**src/rtl/pipeline_sequencer.sv**
```systemverilog
// Stall/flush sequencer for the 5-stage RV32 subset pipeline: load-use stalls,
// multi-cycle mul hold in EX, taken-beq squash of IF/ID, plus debug counters.
module pipeline_sequencer #(
  parameter int MUL_LAT = 4,
  parameter int CNT_W   = 16
) (
  input  logic             clk_i,
  input  logic             rst_i,
  input  logic             start_i,
  input  logic [4:0]       id_rs1_i,
  input  logic [4:0]       id_rs2_i,
  input  logic             id_uses_rs2_i,
  input  logic             id_is_mul_i,
  input  logic             beq_taken_i,
  input  logic             ex_memread_i,
  input  logic [4:0]       ex_rd_i,
  output logic             pc_write_o,
  output logic             ifid_write_o,
  output logic             ifid_flush_o,
  output logic             idex_write_o,
  output logic             idex_bubble_o,
  output logic             exmem_bubble_o,
  output logic             mul_busy_o,
  output logic [1:0]       state_o,
  output logic [CNT_W-1:0] stall_cnt_o,
  output logic [CNT_W-1:0] flush_cnt_o
);

  typedef enum logic [1:0] {
    IDLE   = 2'd0,
    RUN    = 2'd1,
    MUL    = 2'd2,
    UNUSED = 2'd3
  } state_t;

  localparam int MC_W = (MUL_LAT > 2) ? $clog2(MUL_LAT) : 1;
  localparam logic [MC_W-1:0] MUL_INIT = MC_W'(MUL_LAT - 1);
  localparam logic [CNT_W-1:0] CNT_MAX = '1;

  state_t          state, state_n;
  logic [MC_W-1:0] mul_cnt, mul_cnt_n;
  logic            hz;
  logic            mul_start;
  logic            stall_inc;
  logic            flush_inc;

  assign hz = ex_memread_i && (ex_rd_i != 5'd0) &&
              ((ex_rd_i == id_rs1_i) || (id_uses_rs2_i && (ex_rd_i == id_rs2_i)));
  assign mul_start = id_is_mul_i && (MUL_LAT > 1);
  assign state_o   = state;

  always_comb begin
    state_n        = state;
    mul_cnt_n      = mul_cnt;
    pc_write_o     = 1'b0;
    ifid_write_o   = 1'b0;
    ifid_flush_o   = 1'b0;
    idex_write_o   = 1'b0;
    idex_bubble_o  = 1'b0;
    exmem_bubble_o = 1'b0;
    mul_busy_o     = 1'b0;
    stall_inc      = 1'b0;
    flush_inc      = 1'b0;
    case (state)
      IDLE: begin
        if (start_i) state_n = RUN;
      end
      RUN: begin
        // A hazard wins over everything; a coincident branch re-resolves next cycle.
        if (hz) begin
          idex_write_o  = 1'b1;
          idex_bubble_o = 1'b1;
          stall_inc     = 1'b1;
        end else begin
          pc_write_o   = 1'b1;
          ifid_write_o = 1'b1;
          idex_write_o = 1'b1;
          if (mul_start) begin
            state_n   = MUL;
            mul_cnt_n = MUL_INIT;
          end else if (beq_taken_i) begin
            ifid_flush_o = 1'b1;
            flush_inc    = 1'b1;
          end
        end
      end
      MUL: begin
        exmem_bubble_o = 1'b1;
        mul_busy_o     = 1'b1;
        stall_inc      = 1'b1;
        mul_cnt_n      = mul_cnt - 1'b1;
        if (mul_cnt <= MC_W'(1)) state_n = RUN;
      end
      default: begin
        state_n = IDLE;
      end
    endcase
  end

  always_ff @(posedge clk_i) begin
    if (!rst_i) begin
      state       <= IDLE;
      mul_cnt     <= '0;
      stall_cnt_o <= '0;
      flush_cnt_o <= '0;
    end else begin
      state   <= state_n;
      mul_cnt <= mul_cnt_n;
      if (stall_inc && (stall_cnt_o != CNT_MAX)) stall_cnt_o <= stall_cnt_o + 1'b1;
      if (flush_inc && (flush_cnt_o != CNT_MAX)) flush_cnt_o <= flush_cnt_o + 1'b1;
    end
  end

endmodule

```
**config.mk**
```make
export PLATFORM = sky130hd
export DESIGN_NAME = pipeline_sequencer
export DESIGN_NICKNAME = d
export VERILOG_FILES = /design/src/rtl/pipeline_sequencer.sv
export SDC_FILE = /design/constraint.sdc
export NUM_CORES = 1
export LEC_CHECK = 0
export ABC_AREA = 1
export CAP_MARGIN = 20
export CELL_PAD_IN_SITES_DETAIL_PLACEMENT = 2
export CELL_PAD_IN_SITES_GLOBAL_PLACEMENT = 2
export CORE_MARGIN = 1.5
export CORE_UTILIZATION = 30
export CTS_BUF_LIST = sky130_fd_sc_hd__clkbuf_8
export CTS_CLUSTER_SIZE = 40
export DETAILED_ROUTE_END_ITERATION = 6
export DONT_BUFFER_PORTS = 1
export GPL_ROUTABILITY_DRIVEN = 0
export PLACE_DENSITY = 0.81
export REMOVE_ABC_BUFFERS = 1
export SLEW_MARGIN = 40
export SYNTH_ARGS = -nofsm -noshare
export SYNTH_HDL_FRONTEND = slang
export SYNTH_SLANG_ARGS = --single-unit
```
**constraint.sdc**
```tcl
create_clock -name clk_i -period 1.9 [get_ports clk_i]
set_input_delay 0.19 -clock clk_i [delete_from_list [all_inputs] [get_ports clk_i]]
set_output_delay 0.19 -clock clk_i [all_outputs]
set_load 0.01 [all_outputs]
```
==> metrics.cfg, run 1 <==
[run_status]
status = complete, no violations

[clocking]
cts_sinks = 36
cts_root_buf = clkbuf_8

[detailed_routing]
drc = 0
route.antenna.remaining_nets = 0

[floorplanning]
fp-utilization_pct = 31.0

[worst_hold_path]
hold_path_end = stall_cnt_o[10]
worstHoldPathCells = 2
worstHoldStart = rst_i

[critical_path]
crit_chain = ha_1 > inv_1 > nor2_2 > and2_1 > nand2_1 > inv_4 > buf_4
timing.rr.start = state_o[0]
crit_path_max_fanout = 4
cp_slowest_cell = dfxtp_1
reg2regPathDepth = 10
critPathKind = register to output pin

[final_layout]
layout-drive-gt1-share_pct = 17.6
finish.utilization_pct = 37.0
n_antenna_cell = 0
fin_nets = 469

[global_routing]
met1_usage_pct = 23.5
gr-total-overflow = 0
use_met3_pct = 4.15
top_usage_layer = met2
grt_pass1_vias = 2939

[final_timing]
setup_viol = 0
finClkSkew_ns = 0.00753
fin_crit_sh_pct = 95.5
max_slew.worst_pin.slew_ns = 0.495

[yosys]
yosysUniqueCellTypes = 31
synthCells = 409
synth_flops = 36
edf_count = 0
ys_sh_mux_pct = 0
synthTopLogicFamily = simple AND/OR/NAND/NOR gates
ys_sh_xor_pct = 6.16
yosysTopAreaCell = dfxtp_1
synth-main-ff-cell = dfxtp_1
synth_seq_share_pct = 28.2
syn_avg_cell_area_um2 = 6.26

[power]
pg_comb_uw = 686
p_int_uw = 1430
p_seq_share_pct = 37.9
powerDensity_mw_per_mm2 = 727

-- run 1: state kept, by name, summed over array words and instances, names as in the netlist --
name / cells
stall_cnt_o: 16
flush_cnt_o: 16
state_o: 2
mul_cnt: 2
-- run 1: cell type report --
cell class,count,area share [%]
multi-input cells,291,50.2
inverters,69,8.57
repair buffers,38,9.75
clock buffers,5,2.25
well taps,105,4.30
flip-flops and latches,36,23.6
clock inverters,3,1.27
-- run 1: through the flow --
step	setup WS (ns)	instance area (µm²)	instances
after global placement	0.146	2860	535
after floorplan	0.156	2480	396
after CTS	0.0323	3010	546
after global routing	-0.0502	3050	547
after detailed placement	0.0465	2860	535
final	0.0855	3050	547
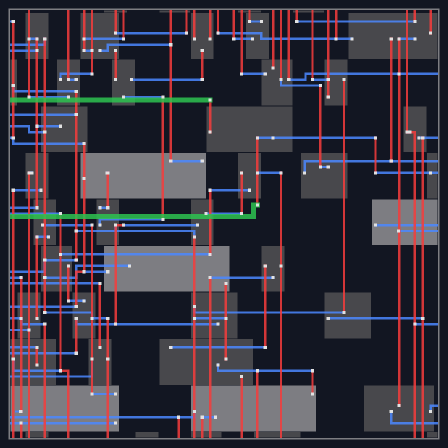
Run 1: close-up of the layout
Region (35, 35) to (60, 60) µm. Cells in gray, sequential cells in the stronger gray; small squares are vias.
Blue is metal 1. Red is metal 2. Green is metal 3.
Netlist names of flops here include flush_cnt_o (3). Sequential cells in the window: 5. Most frequent: nand2_1 (8). 33 logic cells have their middle in the window.

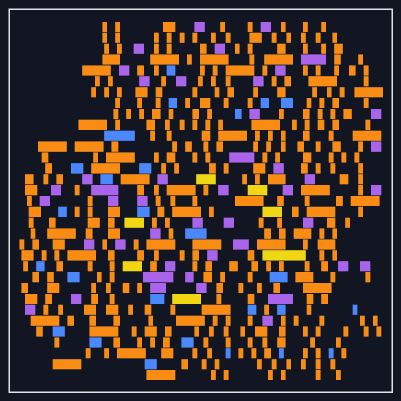
Run 1: cell sizes after repair
Scale: 4 px per µm.
Orange is _0 and _1 cells, cells 364, share 82%, most used nand2_1. Yellow is _6 and larger, cells 7, share 1.6%, most used clkbuf_8. Purple is _3 and _4 cells, cells 45, share 10%, most used buf_4. Blue is _2 cells, cells 26, share 5.9%, most used a21oi_2.

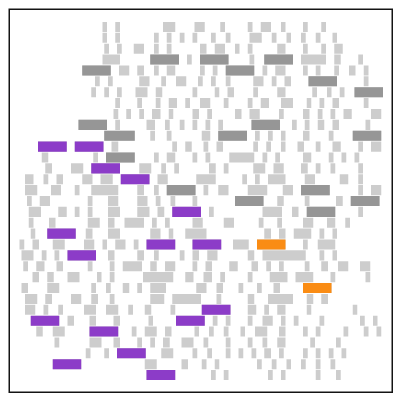
Run 1: where the registers sit
Scale: 4 px per µm.
Orange is state_o, flops 2. Purple is flush_cnt_o, flops 16.

==> run 2, diff against run 1 <==
--- a/config.mk
+++ b/config.mk
@@ -7,4 +7,5 @@
 export LEC_CHECK = 0
 export ABC_AREA = 1
+export ABC_CLOCK_PERIOD_IN_PS = 1900
 export CAP_MARGIN = 20
 export CELL_PAD_IN_SITES_DETAIL_PLACEMENT = 2
==> constraint.sdc (replaced) <==
create_clock -name clk_i -period 1.9 [get_ports clk_i]
set_input_delay 0.475 -clock clk_i [delete_from_list [all_inputs] [get_ports clk_i]]
set_output_delay 0.475 -clock clk_i [all_outputs]
set_load 0.01 [all_outputs]
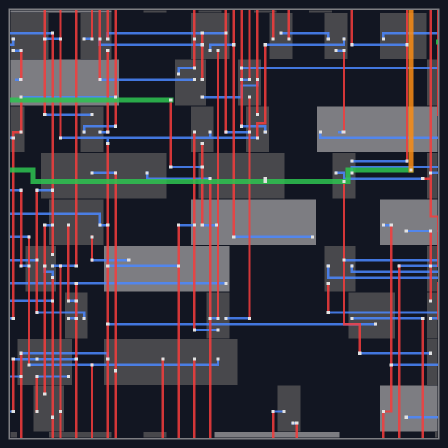
Run 2: close-up of the layout
Region (35, 35) to (60, 60) µm. Cells in gray, sequential cells in the stronger gray; small squares are vias.
Orange is metal 4. Red is metal 2. Blue is metal 1. Green is metal 3.
Most frequent: nand2_1 (7), nand3_1 (4), dfxtp_1 (4). Netlist names of flops here include flush_cnt_o (2), stall_cnt_o (2). 28 logic cells have their middle in the window. Sequential cells in the window: 4.

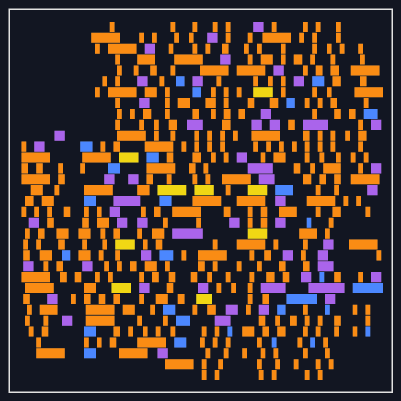
Run 2: cell sizes after repair
Scale: 4 px per µm.
Blue is _2 cells, cells 28, share 6.3%, most used a21oi_2. Orange is _0 and _1 cells, cells 355, share 80%, most used nand2_1. Yellow is _6 and larger, cells 9, share 2.0%, most used clkbuf_8. Purple is _3 and _4 cells, cells 53, share 12%, most used buf_4.

==> run 2 against run 1 <==
Via count is 0.33% higher; largest power group unchanged; clock skew grew 0.0029 ns; critical path type unchanged; maximum frequency is 1.7% lower; synthesized area unchanged; first-iteration DRC count down 1.7%.
==> metrics.cfg, run 2 <==
[yosys]
synth_seq_share_pct = 28.2  ; unchanged
synthTopLogicFamily = simple AND/OR/NAND/NOR gates
ys_sh_xor_pct = 6.16  ; unchanged
synthCells = 409  ; unchanged
yosysUniqueCellTypes = 31  ; unchanged
syn_avg_cell_area_um2 = 6.26  ; unchanged
synth-main-ff-cell = dfxtp_1

[final_layout]
comb_area_share_pct = 50.8  ; +0.58 points
reg_top3 = flush_cnt_o (16), stall_cnt_o (16)
logic_gates = 291  ; unchanged
flops = 36  ; unchanged
buf_share_pct = 9.88  ; +0.13 points
fin_nets = 473  ; +0.85%
n_all_inverters = 70  ; +1.4%
fin_area_mm2 = 0.00311  ; +2.0%
seq_area_share_pct = 23.2  ; -0.43 points

[final_timing]
max_slew.worst_pin.slew_ns = 0.398  ; -0.0975 ns
setup_viol = 0  ; unchanged
setup_slack_ns = 0.0545  ; -0.0310 ns

[run_status]
status = complete, no violations

[critical_path]
crit_chain = inv_2 > ha_4 > inv_2 > nor2_4 > and2_4 > nand2_4 > inv_8

[clocking]
cts_sinks = 36  ; unchanged
cts_root_buf = clkbuf_8

[global_routing]
use_met3_pct = 4.39  ; +0.24 points

[floorplanning]
taps = 105  ; unchanged

run 2: cell counts after synthesis:
Identical to the previous run, type by type.
run 2: timing repair:
action	CTS	global route
buffers inserted	0	1
hold buffers	0	0
resized	13	13
endpoints found under the hold margin	0	0
gates cloned	1	0
pin swaps	2	5
setup endpoints to repair	1	21
run 2: worst paths after layout:
kind                            cells after the start              to           start  slack, ns
worst max-delay path                                7    ifid_flush_o      state_o[1]       0.05
worst min-delay path                                2  stall_cnt_o[6]           rst_i       0.29
worst max register to register                      7  flush_cnt_o[8]  flush_cnt_o[0]       0.10
worst min register to register                      2  flush_cnt_o[2]  flush_cnt_o[2]       0.52
run 2: where the power goes:
group          internal (µW)  switching [µW]  leakage [µW]
Clock                    324             301     0.0000503
Combinational            268             474       0.00109
Sequential               803            40.8      0.000292
Total                   1400             816       0.00143
==> run 3, diff against run 2 <==
CTS_CLUSTER_SIZE = unset   (was 40)
SLEW_MARGIN = 30   (was 40)
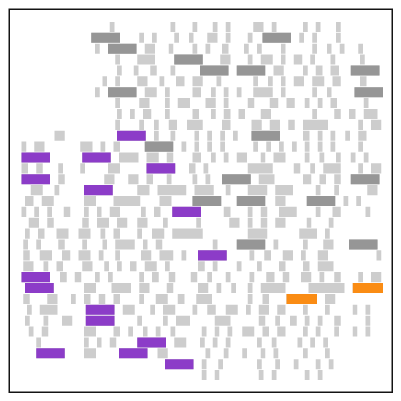
Run 3: where the registers sit
Scale: 4 px per µm.
Orange is state_o, flops 2. Purple is flush_cnt_o, flops 16.
Another 18 sequential cells are not colored.

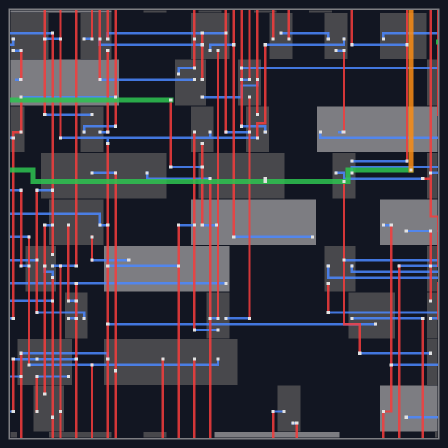
Run 3: close-up of the layout
Region (35, 35) to (60, 60) µm. Cells in gray, sequential cells in the stronger gray; small squares are vias.
Red is metal 2. Blue is metal 1. Orange is metal 4. Green is metal 3.
Netlist names of flops here include flush_cnt_o (2), stall_cnt_o (2). Sequential cells in the window: 4. Most frequent: nand2_1 (7), nand3_1 (4), dfxtp_1 (4). 28 logic cells have their middle in the window.

==> run 3 against run 2 <==
Die size unchanged; synthesized area unchanged; critical path depth unchanged; first-iteration DRC count unchanged; worst setup slack unchanged.
==> metrics.cfg, run 3 <==
[clocking]
cts_resized = 13  ; unchanged
cts_sinks = 36  ; unchanged
cts_root_buf = clkbuf_8
cts_hold_buffers = 0  ; unchanged

[final_timing]
setup_viol = 0  ; unchanged
max_slew.worst_pin.slew_ns = 0.398  ; unchanged

[final_layout]
layout-drive-gt1-share_pct = 20.2
fin_area_mm2 = 0.00311  ; unchanged
reg_top3 = flush_cnt_o (16), stall_cnt_o (16)

[run_status]
status = complete, no violations

[critical_path]
timing.rr.start = flush_cnt_o[0]
ff2ff_setup_slack_ns = 0.10  ; about the same
crit_path_end = ifid_flush_o
critPathLaunch = state_o[1]

[yosys]
synth_seq_share_pct = 28.2  ; unchanged
synth-main-ff-cell = dfxtp_1
yosysUniqueCellTypes = 31  ; unchanged
area_leaders = dfxtp_1, nand2_1, inv_1
syn_avg_cell_area_um2 = 6.26  ; unchanged
synthCells = 409  ; unchanged
ys_sh_xor_pct = 6.16  ; unchanged

[global_routing]
use_met3_pct = 4.39  ; unchanged

[worst_hold_path]
worstHoldPathCells = 2  ; unchanged
hold_path_end = stall_cnt_o[6]

==> run 3: cell counts after synthesis <==
Identical to the previous run, type by type.
==> run 3: worst max-delay path, cell delays in order, from the launching register on <==
cell and delay [ns]:
dfxtp_2 0.33, inv_2 0.08, ha_4 0.13, inv_2 0.06, nor2_4 0.10, and2_4 0.17, nand2_4 0.09, inv_8 0.11
==> run 3: cell type report <==
class,count,area share [%]
Timing Repair Buffer,41,9.88
Sequential cell,36,23.2
Timing Repair inverter,1,0.241
Tap cell,105,4.22
Inverter,69,8.56
Multi-Input combinational cell,291,50.8
Clock buffer,7,3.09
==> run 3: power breakdown <==
group,switching (µW),total [µW],internal (µW)
clock network,301,625,324
logic,474,742,268
registers,40.8,844,803
No activity file was given, so power comes from the tool's default toggle rates.
